$ cat config.mk
export PLATFORM = sky130hd
export DESIGN_NAME = fc1_weight_stream
export DESIGN_NICKNAME = d
export VERILOG_FILES = /design/src/rtl/fc1_weight_stream_pkg.sv /design/src/rtl/fc1_weight_stream_fifo.sv /design/src/rtl/fc1_weight_stream.sv
export SDC_FILE = /design/constraint.sdc
export NUM_CORES = 1
export LEC_CHECK = 0
export ABC_AREA = 1
export ABC_CLOCK_PERIOD_IN_PS = 7300
export CELL_PAD_IN_SITES_DETAIL_PLACEMENT = 0
export CELL_PAD_IN_SITES_GLOBAL_PLACEMENT = 1
export CORE_UTILIZATION = 40
export CTS_BUF_LIST = sky130_fd_sc_hd__clkbuf_8
export CTS_CLUSTER_DIAMETER = 50
export DETAILED_ROUTE_END_ITERATION = 10
export MAX_ROUTING_LAYER = met4
export PLACE_DENSITY = 0.71
export SLEW_MARGIN = 25
export SYNTH_ARGS = -nofsm -noshare
export SYNTH_HDL_FRONTEND = slang
export SYNTH_SLANG_ARGS = --single-unit
$ cat constraint.sdc
create_clock -name clk -period 7.3 [get_ports clk]
set_input_delay 2.19 -clock clk [delete_from_list [all_inputs] [get_ports clk]]
set_output_delay 2.19 -clock clk [all_outputs]
set_load 0.02 [all_outputs]
$ cat src/rtl/fc1_weight_stream_pkg.sv
// Shared constants for the FC1 weight streamer: lane geometry, layer shape and stream FSM encodings.
package fc1_weight_stream_pkg;

    localparam int unsigned NUM_PE     = 4;
    localparam int unsigned LANE_W     = 8;
    localparam int unsigned WORD_W     = NUM_PE * LANE_W;
    localparam int unsigned IN1_N      = 132;
    localparam int unsigned OUT1_M     = 10;
    localparam int unsigned GROUPS     = IN1_N / NUM_PE;
    localparam int unsigned FIFO_DEPTH = 16;
    localparam int unsigned ROW_W      = 4;
    localparam int unsigned GRP_W      = $clog2(GROUPS);

    // Lane p of a group word occupies bits [LANE_W*p +: LANE_W], lane 0 in the low byte.
    localparam logic [1:0] S_EMPTY = 2'd0;
    localparam logic [1:0] S_VALID = 2'd1;
    localparam logic [1:0] S_DONE  = 2'd2;

endpackage

$ cat src/rtl/fc1_weight_stream_fifo.sv
// Word FIFO with combinational head read, registered level/full and synchronous flush.
module fc1_weight_stream_fifo #(
    parameter int unsigned DEPTH = 16,
    parameter int unsigned WIDTH = 32
) (
    input  logic                     clk,
    input  logic                     rst_ni,
    input  logic                     flush,
    input  logic                     wr_en,
    input  logic [WIDTH-1:0]         wr_data,
    input  logic                     rd_en,
    output logic [WIDTH-1:0]         rd_data_c,
    output logic                     full,
    output logic [$clog2(DEPTH):0]   level
);

    localparam int unsigned AW = $clog2(DEPTH);
    localparam int unsigned LW = AW + 1;

    logic [WIDTH-1:0] mem_q [DEPTH];
    logic [AW-1:0]    wr_ptr_q, wr_ptr_d;
    logic [AW-1:0]    rd_ptr_q, rd_ptr_d;
    logic [LW-1:0]    count_q, count_d;
    logic             full_q, full_d;
    logic             push_c;

    // Writes into a full FIFO are dropped; the caller flags the overflow.
    assign push_c    = wr_en && !full_q && !flush;
    assign rd_data_c = mem_q[rd_ptr_q];
    assign full      = full_q;
    assign level     = count_q;

    always_comb begin
        wr_ptr_d = wr_ptr_q;
        rd_ptr_d = rd_ptr_q;
        count_d  = count_q;
        full_d   = full_q;
        if (flush) begin
            wr_ptr_d = '0;
            rd_ptr_d = '0;
            count_d  = '0;
            full_d   = 1'b0;
        end else begin
            if (push_c) wr_ptr_d = wr_ptr_q + AW'(1);
            if (rd_en)  rd_ptr_d = rd_ptr_q + AW'(1);
            count_d = count_q + LW'(push_c) - LW'(rd_en);
            full_d  = (count_d == LW'(DEPTH));
        end
    end

    always_ff @(posedge clk or negedge rst_ni) begin
        if (!rst_ni) begin
            wr_ptr_q <= '0;
            rd_ptr_q <= '0;
            count_q  <= '0;
            full_q   <= 1'b0;
        end else begin
            wr_ptr_q <= wr_ptr_d;
            rd_ptr_q <= rd_ptr_d;
            count_q  <= count_d;
            full_q   <= full_d;
        end
    end

    always_ff @(posedge clk) begin
        if (push_c) mem_q[wr_ptr_q] <= wr_data;
    end

endmodule

$ cat src/rtl/fc1_weight_stream.sv
// Buffers host FC1 weight words and hands them to the FC engine one group at a time,
// tracking group/row position and sticky overflow/underflow/done flags.
module fc1_weight_stream
    import fc1_weight_stream_pkg::*;
#(
    parameter int unsigned DEPTH = FIFO_DEPTH
) (
    input  logic                     clk,
    input  logic                     rst_ni,
    input  logic                     flush,
    input  logic                     wr_en,
    input  logic [WORD_W-1:0]        wr_data,
    output logic                     full,
    output logic [$clog2(DEPTH):0]   level,
    input  logic                     fc1_next,
    output logic [WORD_W-1:0]        fc1_w,
    output logic                     fc1_valid,
    output logic                     last_group,
    output logic [ROW_W-1:0]         row_idx,
    output logic                     all_done,
    output logic                     overflow,
    output logic                     underflow
);

    logic [1:0]        state_q, state_d;
    logic [WORD_W-1:0] fc1_w_q, fc1_w_d;
    logic              valid_q, valid_d;
    logic [GRP_W-1:0]  grp_q, grp_d;
    logic [ROW_W-1:0]  row_q, row_d;
    logic              last_group_q, last_group_d;
    logic              all_done_q, all_done_d;
    logic              overflow_q, overflow_d;
    logic              underflow_q, underflow_d;
    logic              pop_c;
    logic              last_of_all_c;
    logic [WORD_W-1:0] rd_data_c;

    fc1_weight_stream_fifo #(
        .DEPTH (DEPTH),
        .WIDTH (WORD_W)
    ) u_fifo (
        .clk       (clk),
        .rst_ni    (rst_ni),
        .flush     (flush),
        .wr_en     (wr_en),
        .wr_data   (wr_data),
        .rd_en     (pop_c),
        .rd_data_c (rd_data_c),
        .full      (full),
        .level     (level)
    );

    assign last_of_all_c = (row_q == ROW_W'(OUT1_M - 1)) && (grp_q == GRP_W'(GROUPS - 1));

    // Stream FSM: load the output register from the FIFO head and advance on fc1_next.
    always_comb begin
        state_d      = state_q;
        fc1_w_d      = fc1_w_q;
        valid_d      = valid_q;
        grp_d        = grp_q;
        row_d        = row_q;
        all_done_d   = all_done_q;
        overflow_d   = overflow_q;
        underflow_d  = underflow_q;
        last_group_d = last_group_q;
        pop_c        = 1'b0;
        if (flush) begin
            state_d      = S_EMPTY;
            fc1_w_d      = '0;
            valid_d      = 1'b0;
            grp_d        = '0;
            row_d        = '0;
            all_done_d   = 1'b0;
            overflow_d   = 1'b0;
            underflow_d  = 1'b0;
            last_group_d = 1'b0;
        end else begin
            if (wr_en && full) overflow_d = 1'b1;
            case (state_q)
                S_EMPTY: begin
                    if (fc1_next) underflow_d = 1'b1;
                    if (level != '0) begin
                        pop_c   = 1'b1;
                        fc1_w_d = rd_data_c;
                        valid_d = 1'b1;
                        state_d = S_VALID;
                    end
                end
                S_VALID: begin
                    if (fc1_next) begin
                        if (grp_q == GRP_W'(GROUPS - 1)) begin
                            grp_d = '0;
                            if (!last_of_all_c) row_d = row_q + ROW_W'(1);
                        end else begin
                            grp_d = grp_q + GRP_W'(1);
                        end
                        if (last_of_all_c) begin
                            valid_d    = 1'b0;
                            all_done_d = 1'b1;
                            state_d    = S_DONE;
                        end else if (level != '0) begin
                            pop_c   = 1'b1;
                            fc1_w_d = rd_data_c;
                        end else begin
                            valid_d = 1'b0;
                            state_d = S_EMPTY;
                        end
                    end
                end
                S_DONE: begin
                    state_d = S_DONE;
                end
                default: begin
                    state_d = S_EMPTY;
                    valid_d = 1'b0;
                end
            endcase
            last_group_d = valid_d && (grp_d == GRP_W'(GROUPS - 1));
        end
    end

    always_ff @(posedge clk or negedge rst_ni) begin
        if (!rst_ni) begin
            state_q      <= S_EMPTY;
            fc1_w_q      <= '0;
            valid_q      <= 1'b0;
            grp_q        <= '0;
            row_q        <= '0;
            last_group_q <= 1'b0;
            all_done_q   <= 1'b0;
            overflow_q   <= 1'b0;
            underflow_q  <= 1'b0;
        end else begin
            state_q      <= state_d;
            fc1_w_q      <= fc1_w_d;
            valid_q      <= valid_d;
            grp_q        <= grp_d;
            row_q        <= row_d;
            last_group_q <= last_group_d;
            all_done_q   <= all_done_d;
            overflow_q   <= overflow_d;
            underflow_q  <= underflow_d;
        end
    end

    assign fc1_w      = fc1_w_q;
    assign fc1_valid  = valid_q;
    assign last_group = last_group_q;
    assign row_idx    = row_q;
    assign all_done   = all_done_q;
    assign overflow   = overflow_q;
    assign underflow  = underflow_q;

endmodule
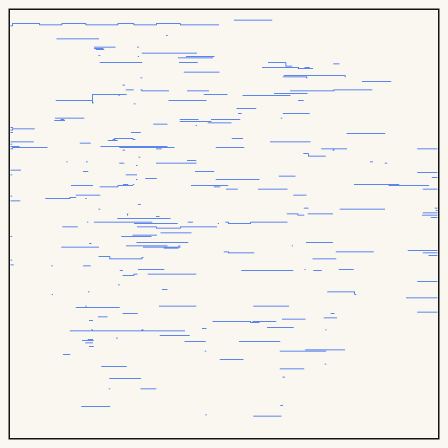
(images/layer_met3.png)
- nets with wire on the layer: 92
- share of all routed wire: 4.5%
- main direction: horizontal

==> run_summary.xml <==
<?xml version="1.0" encoding="UTF-8"?>
<metrics>
  <group name="clock_tree">
    <metric name="cts_repair_resize_count" unit="">0</metric>
    <metric name="cts_num_sinks" unit="">575</metric>
    <metric name="clock_tree.buffer_depth" unit="">3</metric>
    <metric name="cts_root_buf" unit="">sky130_fd_sc_hd__clkbuf_8</metric>
    <metric name="cts_post_setup_buffers_inserted" unit="">0</metric>
    <metric name="htree_levels" unit="">3</metric>
    <metric name="clock_tree_from_tritoncts" unit="">built</metric>
    <metric name="cts_buffers" unit="">96</metric>
    <metric name="clkLatencyLatePin" unit="ns">0.67</metric>
    <metric name="cts.hold.buffers_added" unit="">0</metric>
    <metric name="clk_pin_slew" unit="ns">0.06</metric>
  </group>
  <group name="final_layout">
    <metric name="drive_above_1_share" unit="%">8.265</metric>
    <metric name="register_area" unit="um2">16960</metric>
    <metric name="max_reg_flops" unit="">512</metric>
    <metric name="regMostFlops" unit="">u_fifo.mem_q</metric>
    <metric name="multi_input_comb_area" unit="um2">5956</metric>
    <metric name="area_growth" unit="%">14.46</metric>
    <metric name="final_design_instance_area_without_fill" unit="um2">27290</metric>
    <metric name="finish.cell_count_without_fillers" unit="">3097</metric>
    <metric name="filler_cell_count" unit="">5343</metric>
    <metric name="fin_util" unit="%">46.33</metric>
    <metric name="design.final.nets" unit="">2297</metric>
  </group>
  <group name="placement">
    <metric name="place.detailed.hpwl" unit="um">30080</metric>
    <metric name="placed_area" unit="um2">25470</metric>
    <metric name="place.detailed.instances" unit="">2918</metric>
    <metric name="port_buffers" unit="">83</metric>
    <metric name="gp_congestion" unit="">0.8208</metric>
    <metric name="place_ws" unit="ns">1.652</metric>
  </group>
  <group name="job">
    <metric name="log.warning_count" unit="">38</metric>
    <metric name="max_cap_violations" unit="">0</metric>
  </group>
  <group name="power_and_ir_drop">
    <metric name="sw_power" unit="mW">3.040</metric>
    <metric name="power_frac_clock" unit="%">29.5</metric>
    <metric name="power.switching_fraction" unit="%">34.07</metric>
    <metric name="power.share.combinational" unit="%">27.4</metric>
    <metric name="cell_internal_pwr" unit="mW">5.881</metric>
    <metric name="pwr.group.clock" unit="mW">2.63</metric>
    <metric name="power.ir.vdd_worst" unit="V">0.0002546</metric>
    <metric name="power_per_cell_area" unit="nW/um2">326.9</metric>
    <metric name="share_seq_of_total_power" unit="%">43.1</metric>
    <metric name="dominant_power_group" unit="">sequential cells</metric>
    <metric name="seq_cell_power" unit="mW">3.84</metric>
    <metric name="totalPowerFinal" unit="mW">8.921</metric>
    <metric name="comb-power" unit="mW">2.44</metric>
    <metric name="leakagePower" unit="nW">10.60</metric>
  </group>
  <group name="sta">
    <metric name="timing.slew.headroom" unit="%">29.12</metric>
    <metric name="fin_hold_ws" unit="ns">0.4786</metric>
    <metric name="finalWorstSetupSlack" unit="ns">2.386</metric>
    <metric name="grt_setup_unrepaired" unit="">false</metric>
    <metric name="slew_violations" unit="">0</metric>
    <metric name="finalCriticalPeriod" unit="ns">4.914</metric>
    <metric name="final.period_utilization" unit="%">67.32</metric>
    <metric name="setup_violations" unit="">0</metric>
    <metric name="worst_pin_slew" unit="ns">1.063</metric>
    <metric name="timing_hold_violations_final" unit="">0</metric>
    <metric name="clock-skew-final" unit="ns">0.02068</metric>
    <metric name="totalNegativeSetupSlack" unit="ns">0</metric>
    <metric name="maxClockFrequency" unit="MHz">203.5</metric>
  </group>
  <group name="logic_synthesis">
    <metric name="mappedNetlistNets" unit="">2198</metric>
    <metric name="yosysTopAreaCell" unit="">sky130_fd_sc_hd__edfxtp_1</metric>
    <metric name="numSynthFlops" unit="">575</metric>
    <metric name="synthesis.yosys.warnings" unit="">0</metric>
    <metric name="yosysMostFrequentCell" unit="">sky130_fd_sc_hd__nand2_1</metric>
    <metric name="post_synth_most_frequent_cells" unit="">sky130_fd_sc_hd__nand2_1 (666), sky130_fd_sc_hd__edfxtp_1 (512), sky130_fd_sc_hd__nor2_1 (229), sky130_fd_sc_hd__nand3_1 (217), sky130_fd_sc_hd__o21ai_0 (139)</metric>
    <metric name="synth_async_reset_ratio" unit="%">10.96</metric>
    <metric name="enable_flop_cells" unit="">512</metric>
    <metric name="yosys-top-cells-area" unit="">sky130_fd_sc_hd__edfxtp_1 (64%), sky130_fd_sc_hd__nand2_1 (10%), sky130_fd_sc_hd__dfrtp_1 (6.6%)</metric>
    <metric name="post_synth_inst_count" unit="">2145</metric>
    <metric name="yosys.area_share.aoi" unit="%">4.171</metric>
    <metric name="count_of_instantiated_cells_in_the_yosys_netlist" unit="">2145</metric>
    <metric name="syn_avg_cell_area" unit="um2">11.12</metric>
    <metric name="ys_sh_simple" unit="%">19.28</metric>
    <metric name="synth.comb.largest_family" unit="">simple AND/OR/NAND/NOR gates</metric>
    <metric name="synth.distinct_cells" unit="">34</metric>
    <metric name="post_synth_mux_share" unit="%">0</metric>
    <metric name="synth.cell_area" unit="um2">23850</metric>
    <metric name="synth.top_cell.area_share" unit="%">64.48</metric>
    <metric name="synth_seq_share" unit="%">71.09</metric>
    <metric name="synth_top_flop_cell" unit="">sky130_fd_sc_hd__edfxtp_1</metric>
    <metric name="ys_sh_adder" unit="%">0.8710</metric>
    <metric name="post_synth_xor_area_fraction" unit="%">0.2571</metric>
    <metric name="yosysChipArea" unit="um2">23850</metric>
  </group>
  <group name="detailed_routing">
    <metric name="drt-wirelength-per-cell" unit="um">18.04</metric>
    <metric name="initialDrtViolationCount" unit="">910</metric>
    <metric name="vias_post_dr" unit="">15520</metric>
    <metric name="detail_route.wirelength" unit="um">55880</metric>
    <metric name="ant_nets" unit="">0</metric>
    <metric name="drt_drc_violations_left" unit="">0</metric>
    <metric name="drt_first_pass_iters" unit="">7</metric>
    <metric name="route.detailed.vias_per_inst" unit="">5.010</metric>
  </group>
  <group name="floorplan">
    <metric name="dieHeight" unit="um">246.2</metric>
    <metric name="fp.dieArea" unit="um2">60590</metric>
    <metric name="io_pins" unit="">84</metric>
    <metric name="initial_core_util" unit="%">40.48</metric>
    <metric name="placement_rows" unit="">89</metric>
    <metric name="die_x" unit="um">246.2</metric>
    <metric name="core" unit="um2">58910</metric>
  </group>
  <group name="critical_path">
    <metric name="critical_path.startpoint_type" unit="">primary input</metric>
    <metric name="worst-r2r-cell-count" unit="">18</metric>
    <metric name="regToRegStartpoint" unit="">grp_q[0]</metric>
    <metric name="worstSetupEndpoint" unit="">u_fifo.full</metric>
    <metric name="critPathMaxFanout" unit="">39</metric>
    <metric name="worst-setup-path-type" unit="">in -&gt; reg</metric>
    <metric name="reg2reg_to" unit="">u_fifo.full</metric>
    <metric name="critical_path_buf_inv_count" unit="">2</metric>
    <metric name="worstSetupEndpointType" unit="">flip-flop</metric>
    <metric name="reg2reg_slack" unit="ns">3.88</metric>
    <metric name="cpLargestDelayFamily" unit="">simple AND/OR/NAND/NOR gates</metric>
    <metric name="critical_path.slowest_cell" unit="">sky130_fd_sc_hd__clkdlybuf4s50_1</metric>
    <metric name="critical_path_arrival" unit="ns">5.47</metric>
    <metric name="crit_path_cell_trace" unit="">clkdlybuf4s50_1 -&gt; nor2_1 -&gt; nand2_1 -&gt; nand2_4 -&gt; nor2_8 -&gt; ha_1 -&gt; inv_1 -&gt; ha_1 -&gt; fa_1 -&gt; a21oi_1 -&gt; o21bai_1 -&gt; or2_2 -&gt; nand3_1 -&gt; nor2_1</metric>
    <metric name="critical_path.max_stage_delay" unit="ns">0.71</metric>
    <metric name="required" unit="ns">7.85</metric>
    <metric name="stages_on_worst_setup_path" unit="">14</metric>
    <metric name="crit_start" unit="">flush</metric>
  </group>
  <group name="global_route">
    <metric name="overflow" unit="">0</metric>
    <metric name="first_global_vias" unit="">15330</metric>
    <metric name="gr_util_all_layers" unit="%">19.33</metric>
    <metric name="antenna_found_initial" unit="">1</metric>
    <metric name="grt_max_degree" unit="">223</metric>
    <metric name="grt_first_pass_wirelength" unit="um">87340</metric>
  </group>
  <group name="min_path">
    <metric name="hp-start" unit="">fc1_w[0]</metric>
    <metric name="whs_path_depth" unit="">2</metric>
    <metric name="class_of_the_tightest_hold_or_removal_check" unit="">reg -&gt; reg</metric>
    <metric name="min_to" unit="">fc1_w[0]</metric>
  </group>
  <group name="status">
    <metric name="outcome" unit="">completed</metric>
  </group>
</metrics>
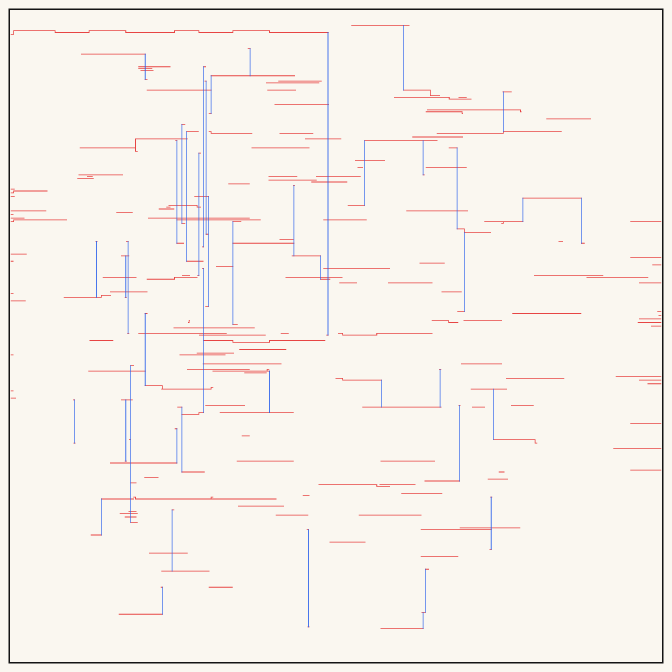
(images/wires.png)
Only two layers are drawn.
- blue: metal 4 (wire length 1230 um)
- red: metal 3 (wire length 2510 um)

-- layout by cell type (no fill, tap or decap), drive strengths merged, types with 5 or more instances in the layout --
cell / n
a21oi: 32
buf: 37
clkbuf: 103
clkdlybuf4s50: 82
clkinv: 29
clkinvlp: 5
dfrtp: 63
edfxtp: 512
ha: 15
inv: 136
nand2: 668
nand3: 218
nor2: 231
nor3: 11
o21ai: 162
xor2: 6
-- layer usage --
metal  GRT usage, %  share of wire, %
met1          25.06                45
met2          30.93                48
met3          3.039               4.5
met4          6.540               2.2
met5              -                 0
-- final cells by class --
| class | instances | area share, % |
|---|---|---|
| antenna | 1 | 0.009169 |
| clock buffer | 103 | 5.194 |
| clock inverter | 74 | 1.339 |
| inverter | 98 | 1.384 |
| multi-input combinational | 1354 | 21.82 |
| sequential | 575 | 62.14 |
| tap | 773 | 3.544 |
| timing repair buffer | 119 | 4.571 |
-- worst reg2reg max path: stages (launching register included) --
cell                       delay, ns
sky130_fd_sc_hd__dfrtp_1        0.43
sky130_fd_sc_hd__inv_1          0.08
sky130_fd_sc_hd__ha_1           0.16
sky130_fd_sc_hd__nand3_2        0.10
sky130_fd_sc_hd__nor2_4         0.13
sky130_fd_sc_hd__nand2_1        0.12
sky130_fd_sc_hd__nand2_1        0.08
sky130_fd_sc_hd__nand2_1        0.09
sky130_fd_sc_hd__nand2_4        0.48
sky130_fd_sc_hd__nor2_8         0.05
sky130_fd_sc_hd__ha_1           0.28
sky130_fd_sc_hd__inv_1          0.04
sky130_fd_sc_hd__ha_1           0.20
sky130_fd_sc_hd__fa_1           0.43
sky130_fd_sc_hd__a21oi_1        0.15
sky130_fd_sc_hd__o21bai_1       0.08
sky130_fd_sc_hd__or2_2          0.27
sky130_fd_sc_hd__nand3_1        0.09
sky130_fd_sc_hd__nor2_1         0.06
Power and IR drop assume default switching activity.
